==> run_1/wire_density.png <==
Scale: 4 px per micron. 17 x 18 tiles, from dark blue (low) to red (high), scaled to the fullest tile. Values are wire area over tile area, all layers added.
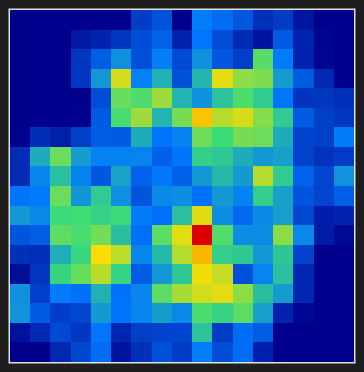
==> run_1/pins.png <==
Scale: 6 px per micron. Pins as bars across the die edge, other pins in grey.
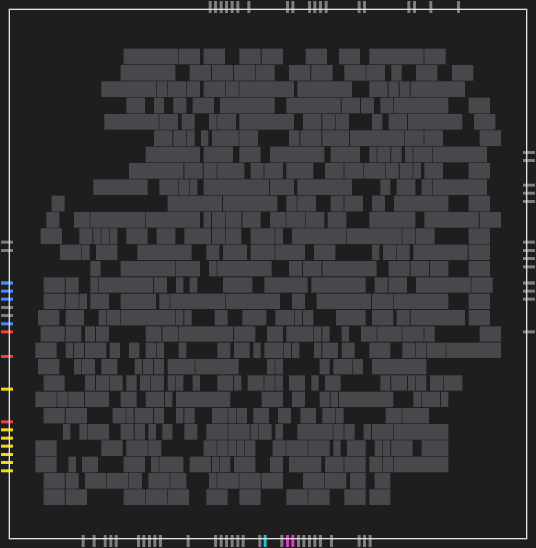
==> run_1/met3.png <==
Scale: 6 px per micron.
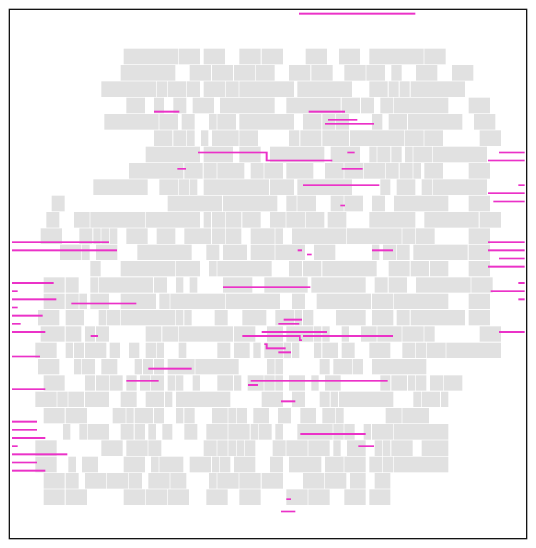
<file path="src/rtl/controle_multiciclo.sv">
// Multicycle control FSM for the RV64 subset datapath: sequences fetch through
// write-back, stalls on memory handshake, traps on illegal opcodes/timeouts.
module controle_multiciclo #(
  parameter int ALUFCT_W    = 3,
  parameter int MEM_TIMEOUT = 15,
  parameter int CNT_W       = 32
) (
  input  logic                clk,
  input  logic                reset,
  input  logic [6:0]          opcode,
  input  logic [2:0]          funct3,
  input  logic [6:0]          funct7,
  input  logic                mem_ready,
  output logic [3:0]          state_out,
  output logic                mem_read,
  output logic                mem_write,
  output logic                ir_load,
  output logic                load_a,
  output logic                load_b,
  output logic                load_aluout,
  output logic                load_mdr,
  output logic                reg_write,
  output logic [1:0]          mem_to_reg,
  output logic [1:0]          alu_src_a,
  output logic [1:0]          alu_src_b,
  output logic [ALUFCT_W-1:0] alu_fct,
  output logic                pc_write,
  output logic [3:0]          pc_write_cond,
  output logic                pc_source,
  output logic                illegal_instr,
  output logic                mem_timeout,
  output logic [CNT_W-1:0]    instret
);

  typedef enum logic [3:0] {
    IDLE      = 4'd0,
    FETCH     = 4'd1,
    DECODE    = 4'd2,
    ADDR      = 4'd3,
    LOAD_MEM  = 4'd4,
    LOAD_WB   = 4'd5,
    STORE_MEM = 4'd6,
    EXEC_R    = 4'd7,
    EXEC_I    = 4'd8,
    ALU_WB    = 4'd9,
    BRANCH    = 4'd10,
    LUI_WB    = 4'd11,
    TRAP      = 4'd12
  } state_t;

  localparam logic [2:0] FCT_ADD = 3'b001;
  localparam logic [2:0] FCT_SUB = 3'b010;
  localparam logic [2:0] FCT_AND = 3'b011;
  localparam logic [2:0] FCT_SLT = 3'b111;

  localparam int            WC  = $clog2(MEM_TIMEOUT + 1);
  localparam logic [WC-1:0] LIM = WC'(MEM_TIMEOUT - 1);

  state_t          state, state_next;
  logic [WC-1:0]   wait_cnt;
  logic [2:0]      fct_q;
  logic            store_q;
  logic [3:0]      cond_q;

  state_t          dec_next;
  logic [2:0]      dec_fct;
  logic            dec_store;
  logic [3:0]      dec_cond;
  logic            timeout_hit;
  logic            mem_state;
  logic            retire;

  // Instruction decode, consumed only while in DECODE
  always_comb begin
    dec_next  = TRAP;
    dec_fct   = FCT_ADD;
    dec_store = 1'b0;
    dec_cond  = 4'b0000;
    case (opcode)
      7'b0110011: begin
        if (funct7 == 7'b0000000) begin
          case (funct3)
            3'b000:  begin dec_next = EXEC_R; dec_fct = FCT_ADD; end
            3'b010:  begin dec_next = EXEC_R; dec_fct = FCT_SLT; end
            3'b111:  begin dec_next = EXEC_R; dec_fct = FCT_AND; end
            default: dec_next = TRAP;
          endcase
        end else if (funct7 == 7'b0100000 && funct3 == 3'b000) begin
          dec_next = EXEC_R;
          dec_fct  = FCT_SUB;
        end
      end
      7'b0010011: if (funct3 == 3'b000) dec_next = EXEC_I;
      7'b0000011: if (funct3 == 3'b011) dec_next = ADDR;
      7'b0100011: if (funct3 == 3'b011) begin dec_next = ADDR; dec_store = 1'b1; end
      7'b1100011: begin
        case (funct3)
          3'b000:  begin dec_next = BRANCH; dec_fct = FCT_SUB; dec_cond = 4'b0001; end
          3'b001:  begin dec_next = BRANCH; dec_fct = FCT_SUB; dec_cond = 4'b0010; end
          3'b101:  begin dec_next = BRANCH; dec_fct = FCT_SLT; dec_cond = 4'b0100; end
          3'b100:  begin dec_next = BRANCH; dec_fct = FCT_SLT; dec_cond = 4'b1000; end
          default: dec_next = TRAP;
        endcase
      end
      7'b0110111: dec_next = LUI_WB;
      default:    dec_next = TRAP;
    endcase
  end

  assign mem_state   = (state == FETCH) || (state == LOAD_MEM) || (state == STORE_MEM);
  assign timeout_hit = !mem_ready && (wait_cnt == LIM);
  assign retire      = (state_next == FETCH) &&
                       (state inside {ALU_WB, LOAD_WB, STORE_MEM, BRANCH, LUI_WB});

  always_comb begin
    state_next = state;
    case (state)
      IDLE:      state_next = FETCH;
      FETCH:     state_next = mem_ready ? DECODE : (timeout_hit ? TRAP : FETCH);
      DECODE:    state_next = dec_next;
      ADDR:      state_next = store_q ? STORE_MEM : LOAD_MEM;
      LOAD_MEM:  state_next = mem_ready ? LOAD_WB : (timeout_hit ? TRAP : LOAD_MEM);
      STORE_MEM: state_next = mem_ready ? FETCH : (timeout_hit ? TRAP : STORE_MEM);
      EXEC_R:    state_next = ALU_WB;
      EXEC_I:    state_next = ALU_WB;
      ALU_WB:    state_next = FETCH;
      LOAD_WB:   state_next = FETCH;
      BRANCH:    state_next = FETCH;
      LUI_WB:    state_next = FETCH;
      TRAP:      state_next = TRAP;
      default:   state_next = IDLE;
    endcase
  end

  always_ff @(posedge clk or negedge reset) begin
    if (!reset) begin
      state         <= IDLE;
      wait_cnt      <= '0;
      fct_q         <= 3'b000;
      store_q       <= 1'b0;
      cond_q        <= 4'b0000;
      illegal_instr <= 1'b0;
      mem_timeout   <= 1'b0;
      instret       <= '0;
    end else begin
      state <= state_next;
      // Wait counter restarts whenever a memory state is (re)entered
      if (state_next != state)
        wait_cnt <= '0;
      else if (mem_state && !mem_ready)
        wait_cnt <= wait_cnt + WC'(1);
      if (state == DECODE) begin
        fct_q   <= dec_fct;
        store_q <= dec_store;
        cond_q  <= dec_cond;
        if (dec_next == TRAP)
          illegal_instr <= 1'b1;
      end
      if (mem_state && timeout_hit)
        mem_timeout <= 1'b1;
      if (retire)
        instret <= instret + CNT_W'(1);
    end
  end

  assign state_out = state;

  always_comb begin
    mem_read      = 1'b0;
    mem_write     = 1'b0;
    ir_load       = 1'b0;
    load_a        = 1'b0;
    load_b        = 1'b0;
    load_aluout   = 1'b0;
    load_mdr      = 1'b0;
    reg_write     = 1'b0;
    mem_to_reg    = 2'b00;
    alu_src_a     = 2'b00;
    alu_src_b     = 2'b00;
    alu_fct       = '0;
    pc_write      = 1'b0;
    pc_write_cond = 4'b0000;
    pc_source     = 1'b0;
    case (state)
      FETCH: begin
        mem_read  = 1'b1;
        alu_src_b = 2'b01;
        alu_fct   = ALUFCT_W'(FCT_ADD);
        ir_load   = mem_ready;
        pc_write  = mem_ready;
      end
      DECODE: begin
        alu_src_b   = 2'b11;
        alu_fct     = ALUFCT_W'(FCT_ADD);
        load_a      = 1'b1;
        load_b      = 1'b1;
        load_aluout = 1'b1;
      end
      EXEC_R: begin
        alu_src_a   = 2'b01;
        alu_src_b   = 2'b00;
        alu_fct     = ALUFCT_W'(fct_q);
        load_aluout = 1'b1;
      end
      EXEC_I, ADDR: begin
        alu_src_a   = 2'b01;
        alu_src_b   = 2'b10;
        alu_fct     = ALUFCT_W'(FCT_ADD);
        load_aluout = 1'b1;
      end
      ALU_WB: begin
        reg_write  = 1'b1;
        mem_to_reg = 2'b00;
      end
      LOAD_MEM: begin
        mem_read = 1'b1;
        load_mdr = mem_ready;
      end
      LOAD_WB: begin
        reg_write  = 1'b1;
        mem_to_reg = 2'b01;
      end
      STORE_MEM: mem_write = 1'b1;
      BRANCH: begin
        alu_src_a     = 2'b01;
        alu_src_b     = 2'b00;
        pc_source     = 1'b1;
        alu_fct       = ALUFCT_W'(fct_q);
        pc_write_cond = cond_q;
      end
      LUI_WB: begin
        reg_write  = 1'b1;
        mem_to_reg = 2'b10;
      end
      default: ;
    endcase
  end

endmodule

</file>
<file path="config.mk">
export PLATFORM = sky130hd
export DESIGN_NAME = controle_multiciclo
export DESIGN_NICKNAME = d
export VERILOG_FILES = /design/src/rtl/controle_multiciclo.sv
export SDC_FILE = /design/constraint.sdc
export NUM_CORES = 1
export LEC_CHECK = 0
export CORE_AREA = 4 4 82 84
export CTS_CLUSTER_DIAMETER = 60
export DETAILED_ROUTE_END_ITERATION = 7
export DIE_AREA = 0 0 86 88
export GPL_TIMING_DRIVEN = 0
export PLACE_DENSITY = 0.84
export SETUP_SLACK_MARGIN = 0.3
export SLEW_MARGIN = 20
export SYNTH_ARGS = -nofsm -noshare
export SYNTH_HDL_FRONTEND = slang
export SYNTH_SLANG_ARGS = --single-unit
</file>
<file path="constraint.sdc">
create_clock -name clk -period 4.65 [get_ports clk]
set_input_delay 0.6975 -clock clk [delete_from_list [all_inputs] [get_ports clk]]
set_output_delay 0.6975 -clock clk [all_outputs]
set_load 0.1 [all_outputs]
</file>
==> results.toml, run 1 <==
# synthesis and place-and-route metrics
[global_routing]
grt_max_degree = 27
grt-busiest-layer = "met2"
met2_usage_pct = 36.2
overflow = 0
antenna_found_initial = 0
use_met3_pct = 3.29
grt_use_met1_pct = 28.2
grt_pass1_vias = 2677
grt_pass1_wl_microns = 13100

[flow_run]
tool_warnings = 27
cap_violations = 0

[clock_network]
clockBufferDepth = 2
numCtsBuffers = 5
post_cts_buffers = 0
tritoncts = "yes"
htreeDepth = 2
cts_sinks = 50
cts_resized = 0
root_buffer = "clkbuf_8"
clkTransAtPathRegs_ns = 0.11
hold_buffers = 0
clock_latency_ns = 0.31

[setup_path]
crit_start = "state_out[0]"
required_ns = 3.95
arrival_ns = 3.22
cp-start-kind = "flip-flop"
endpoint = "alu_fct[1]"
r2r_cells = 11
path_class = "reg -> out"
cp_max_fo = 10
reg2reg_from = "wait_cnt[0]"
r2r-end = "instret[12]"
cp-end-kind = "primary output"
r2r_slack_ns = 2.41

[die]
core-area_sq_um = 5920
fp_util_pct = 52.2
row_count = 28
io_pins = 81
dieArea_sq_um = 7570

[route]
viasPerCell = 5.76
ant_nets = 0
vias = 2811
drtPass1Iterations = 4
dr_wl_met2_microns = 3950
m1WireLength_microns = 3310
drcViolationCount = 0
top_layer = "met4"
dr.first_iter.drc_count = 230
dr_wl_met3_microns = 366

[place]
pre_cts_slack_ns = 1.11
place_inst = 480
gp_congestion = 0.940
place_area_sq_um = 4000
hpwl_microns = 6010

[final_timing]
tightest_slew_ns = 1.00
hold_viol = 0
min_period_ns = 3.91
setup_viol = 0
timing.hold.ws_ns = 0.374
worst_slack_ns = 0.737
relSlewSlack_pct = 32.8
finalCritPeriodShare_pct = 84.2
rsz0062_at_grt = "no"
setup_tns_ns = 0
skew_ns = 0.0144
slew_violations = 0
max_freq_mhz = 256

[layout]
design_area_sq_um = 4120
lay_top_count = "clkdlybuf4s50_1"
largest_reg_flops = 32
layout_top_cells = "clkdlybuf4s50_1 (77), dfrtp_1 (50), nand2_1 (35)"
fin_util_pct = 69.5
drive_gt1_share_pct = 12.1
top_register = "instret"
fillers = 457
layout.nets = 435
areaGrowthSynthToFinish_pct = 33.3
fin_cells = 488
n_antenna_cell = 0

[power_and_ir_drop]
p_sw_uw = 1200
pwr_density_cell_nw_per_um2 = 534
pg_comb_uw = 1330
peakVddDrop_mv = 0.477
total_power_uw = 2200
power_clock_uw = 318
seqPwrFrac_pct = 25.3
p_int_uw = 1000
power-top-group = "combinational logic"
pg_seq_uw = 557
power_frac_clock_pct = 14.4
p_leak_uw = 0.00171
p_sw_share_pct = 54.3
p_comb_share_pct = 60.3

[run_status]
status = "completed"

[synthesis]
synthCells = 326
synthDistinctLibCells = 58
ys_cells = 326
syn_area_sq_um = 3090
async_flop_share_pct = 100
ys.flops = 50
ys_area_sq_um = 3090
syn_nets = 349
synth.avg_cell_area_sq_um = 9.48
edf_count = 0
ys_seq_share_pct = 40.5
ff_type = "dfrtp_1"
ys.warnings.count = 0

[hold_path]
worstHoldPathType = "in -> async"
Back to the opening pictures, wire_density.png:
mean over tiles = 0.16
fullest tile = 0.62
emptiest ninth of the die = north-west
nearly empty tiles = 17%
tiles over half the peak = 15%
Routed WL per cell: 15.9 microns
Total GRT Usage: 21.3%
Total Wirelength: 7750 microns

Back to the opening pictures, pins.png:
alu_src_b -> magenta  # pins 2, direction output, edge south
funct3 -> red  # pins 3, direction input, edge west
funct7 -> yellow  # pins 7, direction input, edge west
pc_write_cond -> blue  # pins 4, direction output, edge west
mem_write -> cyan  # pins 1, direction output, edge south
all pins by edge = 31 south, 19 north, 18 west, 13 east
Die Span Y: 88 microns
port buffer count: 78
Die Wd: 86 microns

Back to the opening pictures, met3.png:
nets with wire on the layer = 56
main direction = horizontal

## run 1: critical path, stage by stage (launching register included)
cell,delay (ns)
dfrtp_1,0.43
buf_2,0.24
buf_1,0.43
nor2b_1,0.32
nand2_1,0.08
o21ai_0,0.10
and3_1,0.18
clkdlybuf4s50_1,1.13
## run 1: kinds of logic (layout without fill, tap and decap cells)
group	Yosys count	after routing	share of synthesized area, %
buf+inv	26	113	5.47
flops	50	50	40.5
xor+xnor	36	36	10.2
fa+ha+maj	3	3	1.22
other cells	1	1	0.121
simple gates	161	161	30.6
compound gates	47	47	11.2
mux	2	2	0.689
## run 1: cell type report
class | count | area [sq um] | share of cell area [%]
Buffer | 21 | 150 | 3.65
Sequential cell | 50 | 1250 | 30.4
Multi-Input combinational cell | 250 | 1690 | 41.1
Clock buffer | 5 | 68.8 | 1.67
Inverter | 5 | 18.8 | 0.456
Timing Repair Buffer | 79 | 796 | 19.3
Clock inverter | 3 | 48.8 | 1.19
Tap cell | 75 | 93.8 | 2.28
## run 1: Yosys cell counts, drive strengths merged, types with 2 or more instances
cell type	count	area (sq um)
a21boi	3	22.5
nor3	9	55.1
nand4bb	2	22.5
a21oi	6	30.0
o21ai	12	60.1
and4	3	26.3
and3	8	50.1
nand4	19	144
xnor2	33	289
and2	8	50.1
o31ai	4	35.0
nand3	22	135
ha	3	37.5
nor2b	5	31.3
or2	3	21.3
inv	5	18.8
o211ai	3	22.5
xor2	3	26.3
nor4	6	52.6
buf	17	135
nand2b	9	56.3
nor3b	5	37.5
and4b	2	20.0
clkbuf	4	15.0
dfrtp	50	1250
a211oi	4	47.5
o32ai	2	17.5
nand2	36	138
a21o	3	23.8
nor2	21	78.8
a31oi	3	18.8
==> inputs of run 2 (changes only) <==
--- a/config.mk
+++ b/config.mk
@@ -5,12 +5,12 @@
 export SDC_FILE = /design/constraint.sdc
 export NUM_CORES = 1
 export LEC_CHECK = 0
-export CORE_AREA = 4 4 82 84
+export CORE_AREA = 4 4 89 91
 export CTS_CLUSTER_DIAMETER = 60
 export DETAILED_ROUTE_END_ITERATION = 7
-export DIE_AREA = 0 0 86 88
+export DIE_AREA = 0 0 93 95
 export GPL_TIMING_DRIVEN = 0
-export PLACE_DENSITY = 0.84
+export PLACE_DENSITY = 0.75
 export SETUP_SLACK_MARGIN = 0.3
 export SLEW_MARGIN = 20
 export SYNTH_ARGS = -nofsm -noshare
==> constraint.sdc (replaced) <==
create_clock -name clk -period 3.5 [get_ports clk]
set_input_delay 0.525 -clock clk [delete_from_list [all_inputs] [get_ports clk]]
set_output_delay 0.525 -clock clk [all_outputs]
set_load 0.1 [all_outputs]
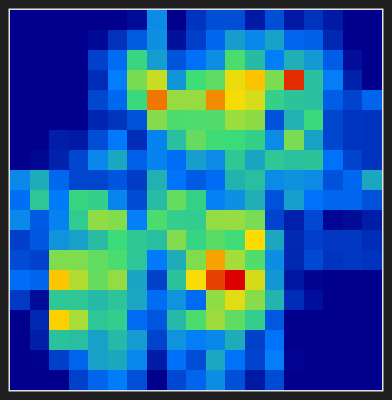
(run_2/wire_density.png)
Scale: 4 px per micron. 19 x 19 tiles, from dark blue (low) to red (high), scaled to the fullest tile. Values are wire area over tile area, all layers added.
nearly empty tiles = 20%
fullest tile = 0.52
tiles over half the peak = 16%
Routed WL per cell: 15.0 microns
Via Count: 2,746

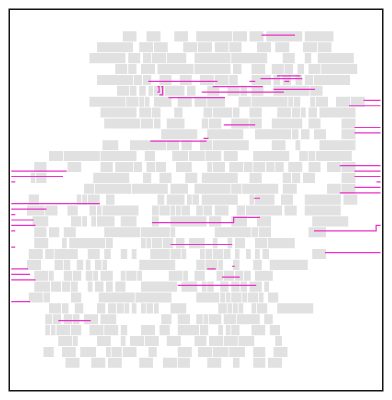
(run_2/met3.png)
Scale: 4 px per micron.
main direction = horizontal
wire length on this layer = 387 microns
nets with wire on the layer = 41
share of all routed wire = 5.0%
longest straight run = 21.8 microns
Total Wirelength: 7680 microns
met3 Usage GRT: 3.19%

==> run 2 against run 1 <==
Net effect: synthesized area did not move; critical path type unchanged; clock power rose by 11%; clock skew fell by 0.0074 ns; utilization fell by 11 points; via count fell by 2.3%; die size rose by 17%.
==> results.toml, run 2 <==
# synthesis and place-and-route metrics
[layout]
layout_top_cells = "clkdlybuf4s50_1 (56), dfrtp_1 (49), nand2_1 (35)"
top_register = "instret"
fin_util_pct = 58.5
fillers = 658
drive_gt1_share_pct = 18.6
fin_cells = 512
layout.nets = 435
n_antenna_cell = 0
areaGrowthSynthToFinish_pct = 35.1
lay_top_count = "clkdlybuf4s50_1"
largest_reg_flops = 32
design_area_sq_um = 4170

[flow_run]
tool_warnings = 29
cap_violations = 0

[place]
hpwl_microns = 5970
gp_congestion = 0.867
port-buffer-count = 78
place_inst = 504
place_area_sq_um = 4090
pre_cts_slack_ns = 0.0482

[setup_path]
arrival_ns = 2.54
critical-path-max-stage-delay_ns = 0.82
cp_slowest_cell = "clkdlybuf4s15_1"
cp_num_buf_inv = 2
path_class = "reg -> out"
crit_chain = "clkbuf_1 -> nor3b_1 -> and3_2 -> clkdlybuf4s15_1"
crit_family = "buffers and inverters"
cp-start-kind = "flip-flop"
cp-end-kind = "primary output"
cp_max_fo = 10

[die]
core-area_sq_um = 7140
dieArea_sq_um = 8840
fp.dieW_microns = 93
io_pins = 81
row_count = 31
die_h_microns = 95

[synthesis]
synthCells = 326
syn_nets = 349
ys.warnings.count = 0
top_cells_by_count = "dfrtp_1 (50), nand2_1 (35), xnor2_1 (33)"
async_flop_share_pct = 100
synthXorXnorAreaFrac_pct = 10.2
yosysMostFrequentCell = "dfrtp_1"
fa_ha_area_share_pct = 1.22
synthDistinctLibCells = 58
edf_count = 0
simple_gate_share_pct = 30.6
logic_family = "simple AND/OR/NAND/NOR gates"
syn_area_sq_um = 3090
ff_type = "dfrtp_1"
topCellsByArea = "dfrtp_1 (41%), xnor2_1 (9.4%), nand2_1 (4.3%)"
ys_area_sq_um = 3090
synth.area.mux_share_pct = 0.689
synth.avg_cell_area_sq_um = 9.48
ys_seq_share_pct = 40.5
ys_cells = 326
yosysTopAreaCell = "dfrtp_1"
yosysTopAreaCellShare_pct = 40.5

[clock_network]
cts_sinks = 50
tritoncts = "yes"
clockBufferDepth = 2
clock_latency_ns = 0.31
clkTransAtPathRegs_ns = 0.09
htreeDepth = 2
post_cts_buffers = 0
root_buffer = "clkbuf_8"

[route]
drtPass1Iterations = 4
drcViolationCount = 0
dr_wl_met2_microns = 3760
top_layer = "met4"
dr_wl_met3_microns = 387
ant_nets = 0
dr.first_iter.drc_count = 150
viasPerCell = 5.36
m1WireLength_microns = 3490

[final_timing]
setup_viol = 0
max_freq_mhz = 327
rsz0062_at_grt = "no"
slew_violations = 0
tightest_slew_ns = 1.01
hold_viol = 0
finalCritPeriodShare_pct = 87.5
relSlewSlack_pct = 32.6
skew_ns = 0.00696
setup_tns_ns = 0
worst_slack_ns = 0.438
timing.hold.ws_ns = 0.171
min_period_ns = 3.06

[global_routing]
overflow = 0
grt_use_met1_pct = 24.0
antenna_found_initial = 0
grt_usage_pct = 17.8
grt_max_degree = 30
grt_pass1_wl_microns = 12800
grt-busiest-layer = "met2"
met2_usage_pct = 29.9
grt_pass1_vias = 2673

[power_and_ir_drop]
power_frac_clock_pct = 12.4
p_comb_share_pct = 62.0
p_sw_share_pct = 55.7
total_power_uw = 2860
p_leak_uw = 0.00179
p_sw_uw = 1590
seqPwrFrac_pct = 25.7

[hold_path]
worstHoldPathType = "in -> async"

[run_status]
status = "completed"
==> run 2: netlist changes by cell type in the layout (fill, tap and decap cells not counted), sizes merged, moves of 2 or more <==
cell,before,now
clkdlybuf4s50,77,56
dlygate4sd2,0,8
clkdlybuf4s15,0,7
clkbuf,9,13
clkdlybuf4s18,0,2
dlymetal6s2s,0,2
==> run 2: final timing paths <==
check	end	startpoint	cells after the start	slack [ns]
worst min-delay path	instret[13]	reset	1	0.17
worst max register to register	wait_cnt[0]	state_out[2]	8	1.23
min in group clk	cond_q[3]	funct3[0]	2	0.44
worst min register to register	fct_q[1]	fct_q[1]	2	0.47
worst max-delay path	ir_load	state_out[2]	4	0.44
max in group asynchronous	instret[22]	reset	2	2.80
==> run 2: power by group through the flow <==
| stage | clock [uW] | sequential, uW | combinational, uW |
|---|---|---|---|
| floorplan | 0 | 1030 | 1100 |
| global placement | 0 | 743 | 1790 |
| detailed placement | 0 | 744 | 1810 |
| CTS | 362 | 735 | 1780 |
| global route | 387 | 750 | 1860 |
| finish | 354 | 735 | 1770 |
==> run 2: final cells by class <==
cell class                 instances  area, sq um  area share (%)
sequential                        50         1250            30.0
timing repair buffer              79          782            18.7
buffer                            21          159            3.81
clock buffer                       6         82.6            1.98
clock inverter                     2         12.5           0.300
tap                               99          124            2.97
inverter                           5         18.8           0.450
multi-input combinational        250         1740            41.8
==> run 2: cell families (layout without fill, tap and decap cells) <==
group,Yosys count,count (layout)
AOI/OAI and AO/OA,47,47
xor gates and xnor gates,36,36
adders and majority gates,3,3
buffers and inverters,26,113
DFF,50,50
muxes,2,2
other,1,1
and+or+nand+nor,161,161
==> run 2: timing repair <==
item | 4_1_cts | 5_1_grt
endpoints found under the setup margin | 19 | 12
hold buffers | 0 | 0
gates resized | 37 | 10
==> inputs of run 3 (changes only) <==
--- a/config.mk
+++ b/config.mk
@@ -7,10 +7,12 @@
 export LEC_CHECK = 0
 export CORE_AREA = 4 4 89 91
 export CTS_CLUSTER_DIAMETER = 60
+export CTS_CLUSTER_SIZE = 28
 export DETAILED_ROUTE_END_ITERATION = 7
 export DIE_AREA = 0 0 93 95
 export GPL_TIMING_DRIVEN = 0
 export PLACE_DENSITY = 0.75
+export RECOVER_POWER = 50
 export SETUP_SLACK_MARGIN = 0.3
 export SLEW_MARGIN = 20
 export SYNTH_ARGS = -nofsm -noshare
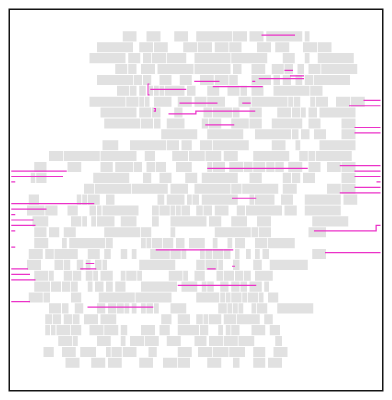
(run_3/met3.png)
Scale: 4 px per micron.
main direction = horizontal
wire length on this layer = 370 microns
nets with wire on the layer = 41
share of all routed wire = 4.8%
longest straight run = 24.8 microns

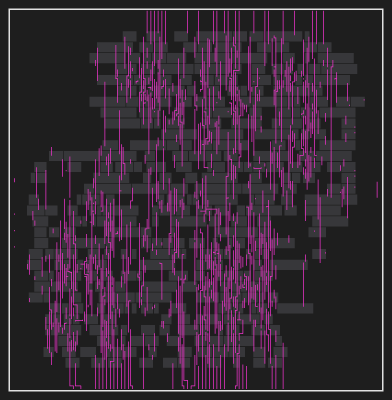
(run_3/met2.png)
Scale: 4 px per micron.
wire length on this layer = 3,750 microns
nets with wire on the layer = 387
main direction = vertical
longest straight run = 32.6 microns

==> run 3 against run 2 <==
Net effect: the run now ends with capacitance limit, slew limit left; fmax is 0.13% higher; global-route usage stayed put; register-to-register slack lost 0.40 ns; clock-buffer cell count unchanged; critical path type unchanged; critical endpoint unchanged; largest cell class unchanged; largest power group unchanged; highest routed layer unchanged.
==> results.toml, run 3 <==
# synthesis and place-and-route metrics
[run_status]
status = "complete, but fails checks"
violations = "capacitance limit, slew limit"

[clock_network]
cts_sinks = 50
clkTransAtPathRegs_ns = 0.09
clock_latency_ns = 0.31
root_buffer = "clkbuf_8"
post_cts_buffers = 0
tritoncts = "yes"
numCtsBuffers = 5
clockBufferDepth = 2
hold_buffers = 0
htreeDepth = 2

[setup_path]
cp-start-kind = "flip-flop"
crit_family = "buffers and inverters"
required_ns = 2.97
r2r-end = "instret[12]"
cp_max_fo = 10
cp_num_buf_inv = 2
r2r_cells = 10
critical-path-max-stage-delay_ns = 0.82
crit_chain = "clkbuf_1 -> nor3b_1 -> and3_2 -> clkdlybuf4s15_1"
cp_slowest_cell = "clkdlybuf4s15_1"
path_class = "reg -> out"
r2r_slack_ns = 0.83
cp-end-kind = "primary output"
arrival_ns = 2.53
reg2reg_from = "wait_cnt[0]"

[synthesis]
ys.flops = 50
top_cells_by_count = "dfrtp_1 (50), nand2_1 (35), xnor2_1 (33)"
syn_area_sq_um = 3090
ff_type = "dfrtp_1"
topCellsByArea = "dfrtp_1 (41%), xnor2_1 (9.4%), nand2_1 (4.3%)"
ys_cells = 326
synth.area.mux_share_pct = 0.689
ys_seq_share_pct = 40.5
yosysMostFrequentCell = "dfrtp_1"
yosysTopAreaCellShare_pct = 40.5
edf_count = 0
logic_family = "simple AND/OR/NAND/NOR gates"
synthCells = 326
fa_ha_area_share_pct = 1.22
ys.warnings.count = 0
simple_gate_share_pct = 30.6
synthAoiAreaFrac_pct = 11.2
ys_area_sq_um = 3090
synth.avg_cell_area_sq_um = 9.48
synthDistinctLibCells = 58
async_flop_share_pct = 100
syn_nets = 349
yosysTopAreaCell = "dfrtp_1"
synthXorXnorAreaFrac_pct = 10.2

[layout]
seq_share_pct = 30.2
nClkBuffers = 6
layout_top_cells = "dfrtp_1 (49), clkdlybuf4s50_1 (36), nand2_1 (35)"
seqCellArea_sq_um = 1250
buffers = 100
comb_area_share_pct = 41.8
comb_area_sq_um = 1730
largest_reg_flops = 32
flop-count = 50
buffer_area_share_pct = 22.3
top_register = "instret"
areaGrowthSynthToFinish_pct = 34.1
comb_cells = 250
lay_top_count = "dfrtp_1"
inverters = 5
fillers = 660
n_antenna_cell = 0
clock_cell_area_share_pct = 2.29
drive_gt1_share_pct = 17.9
largest_class = "logic gates"
layout.nets = 435

[final_timing]
finalCritPeriodShare_pct = 87.4
setup_viol = 0
max_freq_mhz = 327
min_period_ns = 3.06
tightest_slew_ns = 1.54
setup_tns_ns = 0
rsz0062_at_grt = "no"
hold_viol = 0
skew_ns = 0.00841
slew_violations = 30
relSlewSlack_pct = -2.51

[global_routing]
grt_pass1_wl_microns = 12800
overflow = 0
grt_pass1_vias = 2673
antenna_found_initial = 0
grt_usage_pct = 17.8
grt_max_degree = 30

[route]
dr.first_iter.drc_count = 152
wl_per_cell_microns = 15.0
wl_microns = 7700
drtPass1Iterations = 5
vias = 2744
drcViolationCount = 0
ant_nets = 0
viasPerCell = 5.36

[die]
tapCellCount = 99
fp.dieW_microns = 93
io_pins = 81
die_h_microns = 95
core-area_sq_um = 7140
row_count = 31
dieArea_sq_um = 8840
fp_util_pct = 43.3

[power_and_ir_drop]
p_leak_uw = 0.00183
peakVddDrop_mv = 0.596
pwr_density_cell_nw_per_um2 = 687
total_power_uw = 2840

[hold_path]
worstHoldPathType = "in -> async"

[flow_run]
cap_violations = 1
tool_warnings = 29

[place]
port-buffer-count = 78
gp_congestion = 0.867
hpwl_microns = 5970
==> run 3: cell count changes in the layout (fill, tap and decap cells not counted), sizes merged <==
cell,change
clkdlybuf4s50,-20
dlygate4sd3,+20
buf,-2
clkbuf,+2
==> run 3: worst max-delay path by stage <==
stage                  from         end  slack [ns]  depth (start not counted)
2_1_floorplan  state_out[1]    load_mdr       -0.08                          3
3_3_place_gp   state_out[0]  alu_fct[1]        0.08                          7
3_5_place_dp   state_out[0]  alu_fct[1]        0.05                          7
4_1_cts        state_out[0]  alu_fct[1]        0.28                          7
5_1_grt        state_out[2]     ir_load        0.30                          4
6_report       state_out[2]     ir_load        0.44                          4
==> run 3: stage by stage <==
stage	utilization (%)	hold slack, ns	instances	area [sq um]	worst slack [ns]
after floorplan	-	0.229	326	3170	-0.0847
after global placement	57.1	0.447	503	4080	0.0779
after detailed placement	57.3	0.456	504	4090	0.0482
after CTS	58.6	0.186	512	4180	0.280
after global routing	58.1	0.446	512	4140	0.301
final	58.1	0.406	512	4140	0.441
==> run 3: power by group <==
part	switching, uW	total (uW)	internal (uW)
registers	77.3	734	657
logic	1320	1760	440
clock network	195	354	159
==> run 3: what timing repair did <==
action | in CTS | in global routing
pin swaps | 0 | 0
setup endpoints to repair | 19 | 12
cloned | 0 | 0
resized | 37 | 10
==> run 3: metal layers <==
layer	track usage [%]	wire, microns	up-vias
met3	3.19	369	9
met4	3.66	59	0
li1	-	-	1332
met2	29.9	3750	66
met5	0	0	-
met1	24.0	3530	1337
==> run 3: worst reg2reg max path: stages, from the launching register on <==
cell	delay, ns
dfrtp_1	0.42
inv_1	0.06
ha_1	0.21
and4b_1	0.18
buf_6	0.13
o211ai_1	0.22
nand2_1	0.09
a211oi_1	0.73
buf_6	0.25
nand4_1	0.12
xnor2_1	0.15

==> notes/layouts.md <==
Pictures saved along the way, in no particular order.

Track usage over the die.
panel A
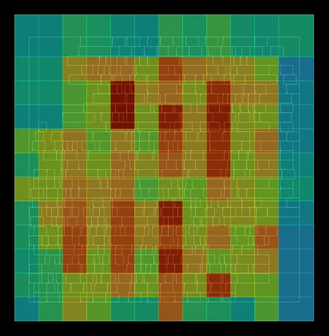
panel B
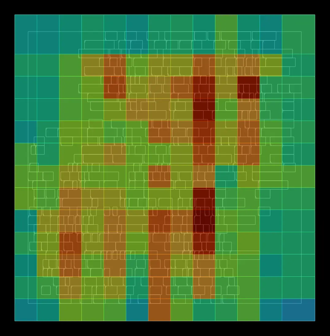
run 1 -> panel A
run 2 -> panel B
Of these, highest track usage: panel A
Of these, highest utilization: panel A

Power is estimated from default activity; no workload was simulated.
